**Run 1: clock network drawn from the DEF**

(6 px per um)
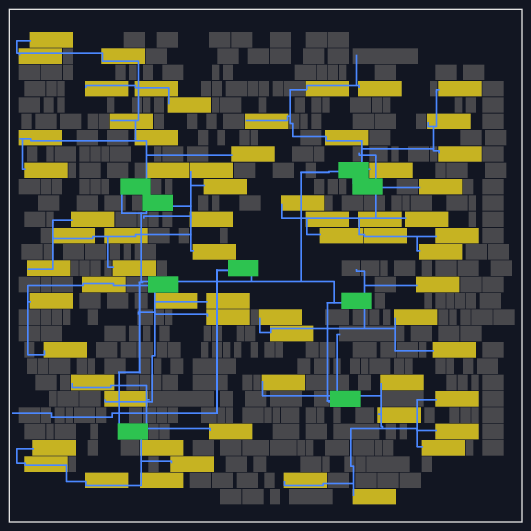
**Run 1: cells colored by class**

(3 px per um) Fill, decap, tap and diode cells in gray.
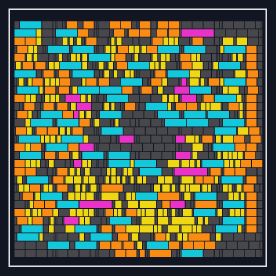
**Run 1: cell outlines without signal wires**

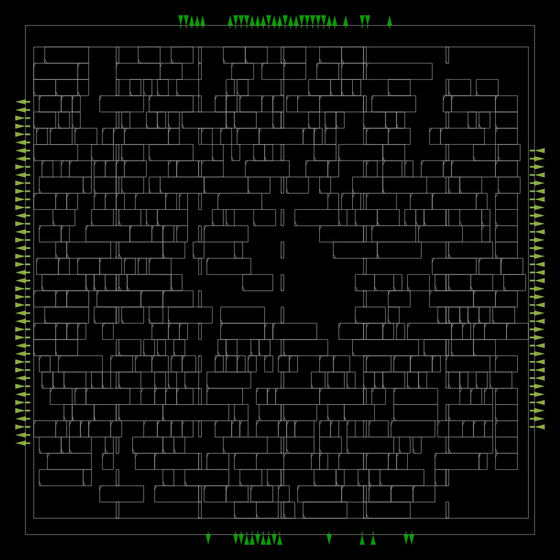
<file path="src/rtl/alu_op_sequencer.sv">
// Initiator sequencer for the 16-bit combinational ALU: accepts a function request,
// drives the ALU from registers for one or two passes, returns result and flags.
// Build option ALU_SEQ_SATURATE_EN: clamp ADD/SUB/ABSDIFF-pass-1 results on signed overflow.
module alu_op_sequencer #(
  parameter int WIDTH = 16
) (
  input  logic             clk,
  input  logic             rst,
  input  logic             req_valid,
  output logic             req_ready,
  input  logic [3:0]       req_func,
  input  logic [WIDTH-1:0] req_a,
  input  logic [WIDTH-1:0] req_b,
  output logic [WIDTH-1:0] alu_A,
  output logic [WIDTH-1:0] alu_B,
  output logic             alu_Cin,
  output logic [2:0]       alu_Op,
  output logic             alu_invA,
  output logic             alu_invB,
  output logic             alu_sign,
  input  logic [WIDTH-1:0] alu_Out,
  input  logic             alu_Ofl,
  input  logic             alu_Z,
  input  logic             alu_N,
  input  logic             alu_cout,
  output logic             resp_valid,
  input  logic             resp_ready,
  output logic [WIDTH-1:0] resp_result,
  output logic             resp_z,
  output logic             resp_n,
  output logic             resp_ofl,
  output logic             resp_cout,
  output logic             resp_err
);

  typedef enum logic [1:0] {S_IDLE, S_PASS1, S_PASS2, S_RESP} state_t;

  typedef struct packed {
    logic [2:0] op;
    logic       inv_a;
    logic       inv_b;
    logic       cin;
    logic       sign;
  } ctl_t;

  localparam logic [3:0] F_ADD  = 4'd0;
  localparam logic [3:0] F_SUB  = 4'd1;
  localparam logic [3:0] F_SEQ  = 4'd10;
  localparam logic [3:0] F_SLT  = 4'd11;
  localparam logic [3:0] F_SLE  = 4'd12;
  localparam logic [3:0] F_SCO  = 4'd13;
  localparam logic [3:0] F_ABSD = 4'd14;
  localparam logic [3:0] F_ILL  = 4'd15;

  // ALU control word for a function; second selects the B-A pass of ABSDIFF.
  function automatic ctl_t f_ctl(input logic [3:0] func, input logic second);
    ctl_t c;
    c      = '0;
    c.sign = 1'b1;
    case (func)
      4'd0:  c.op = 3'b100;
      4'd1:  begin c.op = 3'b100; c.inv_a = 1'b1; c.cin = 1'b1; end
      4'd2:  c.op = 3'b101;
      4'd3:  c.op = 3'b110;
      4'd4:  c.op = 3'b111;
      4'd5:  begin c.op = 3'b111; c.inv_b = 1'b1; end
      4'd6:  c.op = 3'b000;
      4'd7:  c.op = 3'b001;
      4'd8:  c.op = 3'b010;
      4'd9:  c.op = 3'b011;
      4'd10, 4'd11, 4'd12: begin c.op = 3'b100; c.inv_b = 1'b1; c.cin = 1'b1; end
      4'd13: c.op = 3'b100;
      4'd14: begin
        c.op  = 3'b100;
        c.cin = 1'b1;
        if (second) c.inv_a = 1'b1;
        else        c.inv_b = 1'b1;
      end
      default: c = '0;
    endcase
    return c;
  endfunction

  state_t           r_state;
  state_t           w_state_next;
  logic [3:0]       r_func;
  ctl_t             r_ctl;
  ctl_t             w_ctl_next;
  logic [WIDTH-1:0] r_alu_a;
  logic [WIDTH-1:0] r_alu_b;
  logic [WIDTH-1:0] w_alu_a_next;
  logic [WIDTH-1:0] w_alu_b_next;
  logic             w_load;
  logic             w_cap;
  logic [WIDTH-1:0] w_res;
  logic             w_sat_ok;
  logic [WIDTH-1:0] r_res;
  logic             r_z;
  logic             r_n;
  logic             r_ofl;
  logic             r_cout;
  logic             r_err;

  always_ff @(posedge clk) begin
    if (rst) r_state <= S_IDLE;
    else     r_state <= w_state_next;
  end

  // Control words default to zero so the ALU sees idle inputs outside the passes.
  always_comb begin
    w_state_next = r_state;
    req_ready    = 1'b0;
    resp_valid   = 1'b0;
    w_load       = 1'b0;
    w_cap        = 1'b0;
    w_ctl_next   = '0;
    w_alu_a_next = '0;
    w_alu_b_next = '0;
    case (r_state)
      S_IDLE: begin
        req_ready = 1'b1;
        if (req_valid) begin
          w_load       = 1'b1;
          w_state_next = S_PASS1;
          w_ctl_next   = f_ctl(req_func, 1'b0);
          if (req_func != F_ILL) begin
            w_alu_a_next = req_a;
            w_alu_b_next = req_b;
          end
        end
      end
      S_PASS1: begin
        if (r_func == F_ABSD && alu_N) begin
          w_state_next = S_PASS2;
          w_ctl_next   = f_ctl(r_func, 1'b1);
          w_alu_a_next = r_alu_a;
          w_alu_b_next = r_alu_b;
        end else begin
          w_cap        = 1'b1;
          w_state_next = S_RESP;
        end
      end
      S_PASS2: begin
        w_cap        = 1'b1;
        w_state_next = S_RESP;
      end
      S_RESP: begin
        resp_valid = 1'b1;
        if (resp_ready) w_state_next = S_IDLE;
      end
      default: w_state_next = S_IDLE;
    endcase
  end

  always_comb begin
    w_sat_ok = (r_func == F_ADD) || (r_func == F_SUB) ||
               (r_func == F_ABSD && r_state == S_PASS1);
    case (r_func)
      F_SEQ:   w_res = {{(WIDTH-1){1'b0}}, alu_Z};
      F_SLT:   w_res = {{(WIDTH-1){1'b0}}, alu_N};
      F_SLE:   w_res = {{(WIDTH-1){1'b0}}, alu_N | alu_Z};
      F_SCO:   w_res = {{(WIDTH-1){1'b0}}, alu_cout};
      F_ILL:   w_res = '0;
      default: w_res = alu_Out;
    endcase
`ifdef ALU_SEQ_SATURATE_EN
    if (w_sat_ok && alu_Ofl)
      w_res = alu_N ? {1'b1, {(WIDTH-1){1'b0}}} : {1'b0, {(WIDTH-1){1'b1}}};
`endif
  end

  always_ff @(posedge clk) begin
    if (rst) begin
      r_func  <= '0;
      r_ctl   <= '0;
      r_alu_a <= '0;
      r_alu_b <= '0;
      r_res   <= '0;
      r_z     <= 1'b0;
      r_n     <= 1'b0;
      r_ofl   <= 1'b0;
      r_cout  <= 1'b0;
      r_err   <= 1'b0;
    end else begin
      r_ctl   <= w_ctl_next;
      r_alu_a <= w_alu_a_next;
      r_alu_b <= w_alu_b_next;
      if (w_load) r_func <= req_func;
      if (w_cap) begin
        // The illegal code never ran an ALU pass, so its flags are forced low.
        r_res  <= w_res;
        r_z    <= (r_func != F_ILL) & alu_Z;
        r_n    <= (r_func != F_ILL) & alu_N;
        r_ofl  <= (r_func != F_ILL) & alu_Ofl;
        r_cout <= (r_func != F_ILL) & alu_cout;
        r_err  <= (r_func == F_ILL);
      end
    end
  end

  assign alu_A       = r_alu_a;
  assign alu_B       = r_alu_b;
  assign alu_Op      = r_ctl.op;
  assign alu_invA    = r_ctl.inv_a;
  assign alu_invB    = r_ctl.inv_b;
  assign alu_Cin     = r_ctl.cin;
  assign alu_sign    = r_ctl.sign;
  assign resp_result = r_res;
  assign resp_z      = r_z;
  assign resp_n      = r_n;
  assign resp_ofl    = r_ofl;
  assign resp_cout   = r_cout;
  assign resp_err    = r_err;

endmodule

</file>
<file path="config.mk">
export PLATFORM = sky130hd
export DESIGN_NAME = alu_op_sequencer
export DESIGN_NICKNAME = d
export VERILOG_FILES = /design/src/rtl/alu_op_sequencer.sv
export SDC_FILE = /design/constraint.sdc
export NUM_CORES = 1
export LEC_CHECK = 0
export ABC_AREA = 0
export CORE_MARGIN = 1
export CORE_UTILIZATION = 40
export DETAILED_ROUTE_END_ITERATION = 7
export GPL_ROUTABILITY_DRIVEN = 0
export PLACE_DENSITY = 0.8
export SKIP_LAST_GASP = 1
export SYNTH_ARGS = -nofsm -noshare
export SYNTH_HDL_FRONTEND = slang
export SYNTH_SLANG_ARGS = --single-unit
</file>
<file path="constraint.sdc">
create_clock -name clk -period 1.93 [get_ports clk]
set_input_delay 0.2895 -clock clk [delete_from_list [all_inputs] [get_ports clk]]
set_output_delay 0.2895 -clock clk [all_outputs]
set_load 0.01 [all_outputs]
</file>
==> results.txt, run 1 <==
run results: Late-Pin Clk Latency=roughly 330 ps, fraction of area in registers=31.0%, GR Overflow Total=0, area fraction in mux cells=0.768%, total die area=between 7000 and 8000 um2, hold wc startpoint=rst, status=finished, final reports clean, maxcap violations=0, endpoint type of the worst setup path=output pin, Max Buffers Root-to-Sink=2, fill cell count=546, Leading cell kind=non-clock buffers, Peak VDD IR=about 0.5 mV, crit-path leading delay family=buffers and inverters, CP arrival=between 1500 and 2000 ps, io pins=between 100 and 150, first-pass GRT wire length=11800 um, post-DR vias/cell=between 5 and 6, setup violators final=0, Core Box Area=between 6000 and 7000 um2, Init Core Util=between 40% and 50%, R2R Setup Slk=approximately 230 ps, comb pwr=between 1.5 and 2 mW, Top logic family=simple AND/OR/NAND/NOR gates, CP Cell Sequence=inv_1 > ha_2 > clkdlybuf4s50_1, AND-OR/OR-AND share of the synthesized area=about 17%, WS Path Type=flop to output pin, Power Density=between 1000 and 1500 nW/um2, reg2reg end=resp_result[0], Routed Antenna Nets=0, die width=~85 um, register area share after synthesis=47.7%, worst min path class=input pin to flop, unrepaired setup endpoints after global routing=no, slowest CP cell=clkdlybuf4s50_1, DP HPWL=between 4000 and 5000 um, yosys warns=0, logic share of the area=between 20% and 30%, clk slew on worst S/H paths=around 80 ps, Critical Path Source=r_state[0], fraction of area in clock buffers and inverters=approximately 5.6%, TritonCTS Sinks=66, R2R cell count=6, yosys stat cell total=327, Net Sw Power=between 1 and 1.5 mW, vias in the first global route=2571
Back to the opening pictures, 'clock network drawn from the DEF':
blue -> clock wires  # length 845 um
green -> clock-net drivers  # count 9
yellow -> flip-flops  # count 66
flops lie = spread over the die

Back to the opening pictures, 'cells colored by class':
orange -> remaining buffers and delay cells  # cells 129
cyan -> registers  # cells 66
magenta -> clock drivers and dummy loads  # cells 16
yellow -> remaining logic cells  # cells 235

Back to the opening pictures, 'cell outlines without signal wires':
flip-flops: 66
row count: 29

-- run 1: state kept, by name (all words and copies together) (netlist names) --
name	cells
alu_A	16
alu_B	16
resp_result	16
r_func	4
alu_Op	3
r_state	2
alu_Cin	1
alu_invA	1
alu_invB	1
alu_sign	1
resp_cout	1
resp_err	1
resp_n	1
resp_ofl	1
resp_z	1
-- run 1: stage by stage --
step	area, um2	cells	setup WS, ps
after floorplan	2770	327	352
after global placement	4020	507	194
after detailed placement	4020	507	98.6
after CTS	4260	523	44.1
after global routing	4260	523	9.76
final	4260	523	97.8
-- run 1: cell usage after synthesis (4+ instances only) --
cell type,number,area share (%)
ha_1,4,1.8
nand3_1,41,7.4
dfxtp_1,66,48
inv_1,8,1.1
clkbuf_1,10,1.4
buf_6,5,2.0
nor3_1,5,0.90
a21oi_1,60,11
nand2_1,64,8.7
o21ai_0,4,0.72
buf_2,8,1.4
nand3_2,11,4.0
nor2_1,6,0.81
-- run 1: tightest hold or removal path, cell delays in order --
cell	delay [ps]
buf_2	110
buf_12	180
nor2_1	120
-- run 1: placed cells by master, fill, tap and decap left out, types with 5 or more instances in the layout --
cell type	n
a21oi_1	60
buf_12	5
clkbuf_8	9
clkdlybuf4s50_1	120
dfxtp_1	66
inv_1	8
nand2_1	64
nand3_1	41
nand3_2	11
nor2_1	6
nor3_1	5
-- run 1: routing by layer --
metal  routed length (um)  GRT usage, %  up-vias
li1                     -             -     1347
met3                  590          8.75        6
met4                   55          6.01        0
met5                    0             0        -
met2                 3500          34.1       99
met1                 3170          24.6     1205
-- run 1: repair_timing --
action | 4_1_cts | 5_1_grt
endpoints found under the hold margin | 0 | 0
hold buffers | 0 | 0
gates resized | 0 | 2
endpoints found under the setup margin | 0 | 8
setup buffers | 0 | 0
==> run 2, diff against run 1 <==
Settings changed: GPL_ROUTABILITY_DRIVEN 0 to 1.
**Run 2: clock network drawn from the DEF**

(6 px per um)
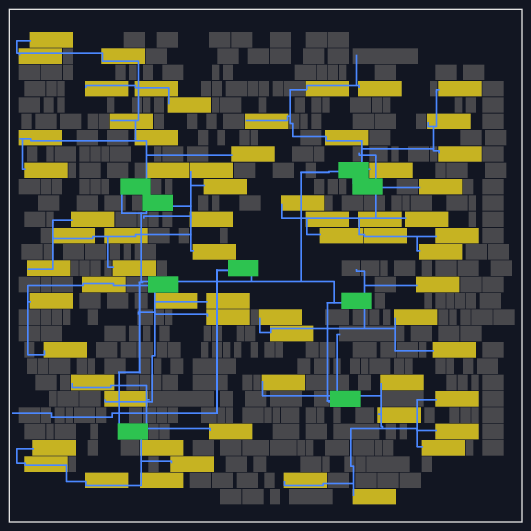
green -> clock-net drivers  # count 9
blue -> clock wires  # length 845 um
yellow -> flip-flops  # count 66
routed clock nets = 10
flops lie = spread over the die

**Run 2: PDN straps and rails**

(4 px per um) Pins as bars on the die edge.
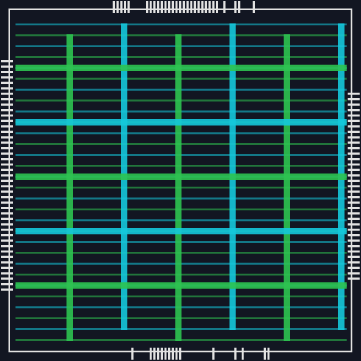
cyan -> VDD
green -> VSS
met5 straps = 5
rows = 29

**Run 2: cells colored by class**

(3 px per um) Fill, decap, tap and diode cells in gray.
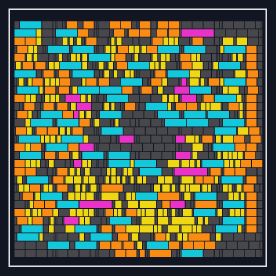
yellow -> remaining logic cells  # cells 235
magenta -> clock drivers and dummy loads  # cells 16
orange -> remaining buffers and delay cells  # cells 129
cyan -> registers  # cells 66

==> run 2 against run 1 <==
Via count unchanged. Clock skew stayed put. Global-route usage did not move. Clock power about the same. Largest cell class unchanged. Routed wire length stayed put. Combinational power about the same. Die size stayed put. Sequential share of layout area unchanged. Final cell count stayed put. Power unchanged.
==> results.txt, run 2 <==
run results: status=finished, final reports clean, Top Layout Cells=clkdlybuf4s50_1, dfxtp_1, nand2_1, maxcap violations=0, Routed Antenna Nets=0, total die area=approximately 7300 um2, Max Buffers Root-to-Sink=2, Late-Pin Clk Latency=about 330 ps, io pins=between 100 and 150, first-pass GRT wire length=11800 um, commonest cells in the netlist=dfxtp_1, nand2_1, a21oi_1, nand3_1, nand3_2, Init Core Util=about 42%, vias in the first global route=2571, yosys warns=0, most used logic cell in the final layout=clkdlybuf4s50_1, top cells by area=dfxtp_1, a21oi_1, nand2_1, nand3_1, nand3_2, slowest CP cell=clkdlybuf4s50_1, post-synth top area cell=dfxtp_1, yosys stat cell total=327, Power Density=1100 nW/um2, row count=29, post-DR vias/cell=between 5 and 6, Peak VDD IR=about 0.5 mV, most frequent cell after synthesis=dfxtp_1
-- run 2: cell families after synthesis --
logic type / synth area share, %
xor gates and xnor gates: 0.316
AOI/OAI and AO/OA: 16.9
muxes: 0.768
and+or+nand+nor: 25.1
adders and majority gates: 1.81
buffers and inverters: 7.41
DFF: 47.7
-- run 2: cell type report --
class / instances / area [um2]
inverters: 8 / 30.0
clock buffers: 9 / 124
flip-flops and latches: 66 / 1320
clock inverters: 7 / 116
well taps: 77 / 96.3
multi-input cells: 227 / 1240
repair buffers: 129 / 1330
fillers: 546 / 2270
-- run 2: what timing repair did --
action,CTS,global route
endpoints found under the setup margin,0,8
resized,0,2
hold buffers,0,0
-- run 2: per-layer routing --
layer / up-vias / share of wire (%) / GRT usage [%]
met1: 1205 / 43 / 24.6
met5: - / 0 / 0
met3: 6 / 8.1 / 8.75
met4: 0 / 0.75 / 6.01
met2: 99 / 48 / 34.1
li1: 1347 / - / -
-- run 2: path summary, 6_finish.rpt --
kind,from,slack [ps],end
min reg2reg,resp_result[1],450,resp_result[1]
max,r_state[0],100,req_ready
max reg2reg,r_state[0],230,resp_result[0]
min,rst,410,resp_err
-- run 2: power breakdown --
group / internal, mW / switching [mW]
clock: 0.858 / 0.547
combinational: 0.829 / 0.744
sequential: 1.57 / 0.124
-- run 2: stage by stage --
stage | std cells | total power [mW] | area (um2)
final | 523 | 4.67 | 4260
after global routing | 523 | 4.94 | 4260
after CTS | 523 | 4.70 | 4260
after detailed placement | 507 | 3.30 | 4020
after global placement | 507 | 3.25 | 4020
after floorplan | 327 | 2.59 | 2770
-- run 2: worst min-delay path, delay by kind of cell --
family | cells | cell delay, ps
buf+inv | 2 | 290
simple gates | 1 | 120
==> run 3, diff against run 2 <==
Settings changed: CTS_CLUSTER_DIAMETER from default to 200.
**Run 3: metal layers overlaid**

(4 px per um) Only two layers are drawn.
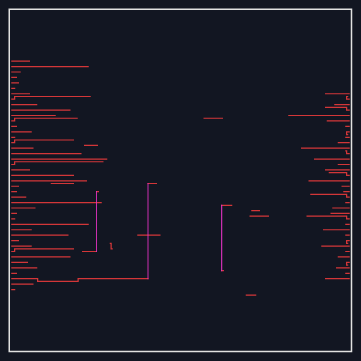
magenta -> M4  # wire length 55.1 um
red -> M3  # wire length 591 um

**Run 3: cells colored by class**

(3 px per um) Fill, decap, tap and diode cells in gray.
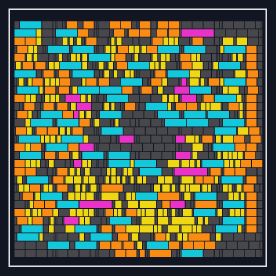
yellow -> remaining logic cells  # cells 235
magenta -> clock drivers and dummy loads  # cells 16
orange -> remaining buffers and delay cells  # cells 129
cyan -> registers  # cells 66

**Run 3: clock network drawn from the DEF**

(6 px per um)
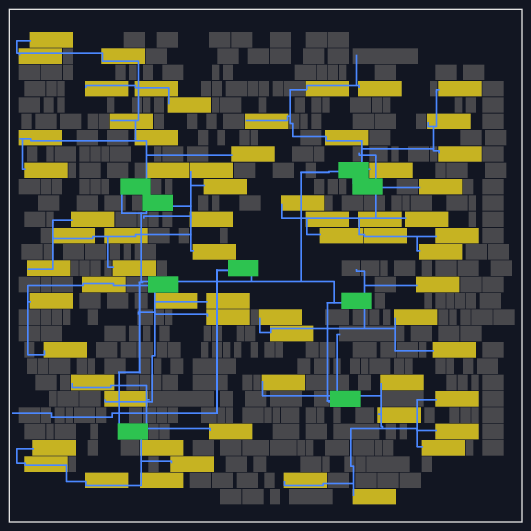
blue -> clock wires  # length 845 um
yellow -> flip-flops  # count 66
green -> clock-net drivers  # count 9
routed clock nets = 10

==> run 3 against run 2 <==
Sequential share of layout area unchanged. Largest power group unchanged. Utilization unchanged. Count of clock-buffer cells in the layout unchanged. Sequential power about the same. Critical path depth unchanged. Cell area unchanged. Critical path type unchanged. Flip-flop count unchanged. Combinational power about the same. Register-to-register slack about the same. Routed wire length unchanged. Worst setup slack unchanged. Area after synthesis unchanged.
==> results.txt, run 3 <==
run results: status=finished, final reports clean, unrepaired setup endpoints after global routing=no, first-pass GRT wire length=11800 um, yosys warns=0, top sig layer=met4, most used logic cell in the final layout=clkdlybuf4s50_1, Top logic family=simple AND/OR/NAND/NOR gates, yosys stat cell total=between 300 and 400, endpoint type of the worst setup path=output pin, Core Box Area=6530 um2, Routed Antenna Nets=0, Post-CTS Hold Buffers=0, Adder-Cell Fraction of Synth Area=about 1.8%, GR Overflow Total=0, maxcap violations=0, met2 WL=between 3000 and 4000 um, setup violators final=0, AND-OR/OR-AND share of the synthesized area=16.9%, most frequent cell after synthesis=dfxtp_1, Cell Count, Final, Fillers Out=between 500 and 600, Max Buffers Root-to-Sink=2, total die area=between 7000 and 8000 um2, Power Density=around 1100 nW/um2, row count=29, area fraction in mux cells=less than 1%
==> run 3: cell counts in the layout (fill, tap and decap cells not counted) <==
No cell type changed its count.
==> run 3: worst paths after layout <==
check                                       to            from  slack (ps)
worst max-delay path                 req_ready      r_state[0]         100
worst min-delay path                  resp_err             rst         410
worst max register to register  resp_result[0]      r_state[0]         230
worst min register to register  resp_result[1]  resp_result[1]         450
==> run 3: cell families after synthesis <==
logic type	count (synthesis)
AND/OR/NAND/NOR	140
adder cells (fa/ha/maj)	4
XOR/XNOR	1
AND-OR/OR-AND	80
buffers and inverters	34
multiplexers	2
flip-flops	66
==> run 3: power by group <==
group	internal (mW)	leakage (nW)	total (mW)	switching, mW
sequential	1.57	0.538	1.70	0.124
clock	0.858	0.120	1.41	0.547
combinational	0.829	0.829	1.57	0.744
total	3.26	1.49	4.67	1.41
==> run 3: routing by layer <==
metal,track usage [%],up-vias
met5,0,-
met4,6.01,0
met3,8.75,6
met2,34.1,99
met1,24.6,1205
li1,-,1347
==> run 3: critical path: stages (launching register included) <==
cell and delay, ps:
dfxtp_1 350, inv_1 90, ha_2 220, clkdlybuf4s50_1 550
==> run 3: through the flow <==
stage	utilization, %	instance area (um2)	setup slack [ps]
6_report	65.2	4260	97.8
5_1_grt	65.2	4260	9.76
4_1_cts	65.2	4260	44.1
3_5_place_dp	61.5	4020	98.6
3_3_place_gp	61.5	4020	194
2_1_floorplan	-	2770	352
==> run 3: final cells by class <==
cell class,instances,area [um2]
fillers,546,2270
repair buffers,129,1330
clock inverters,7,116
well taps,77,96.3
inverters,8,30.0
multi-input cells,227,1240
clock buffers,9,124
flip-flops and latches,66,1320
Power is estimated from default activity; no workload was simulated.
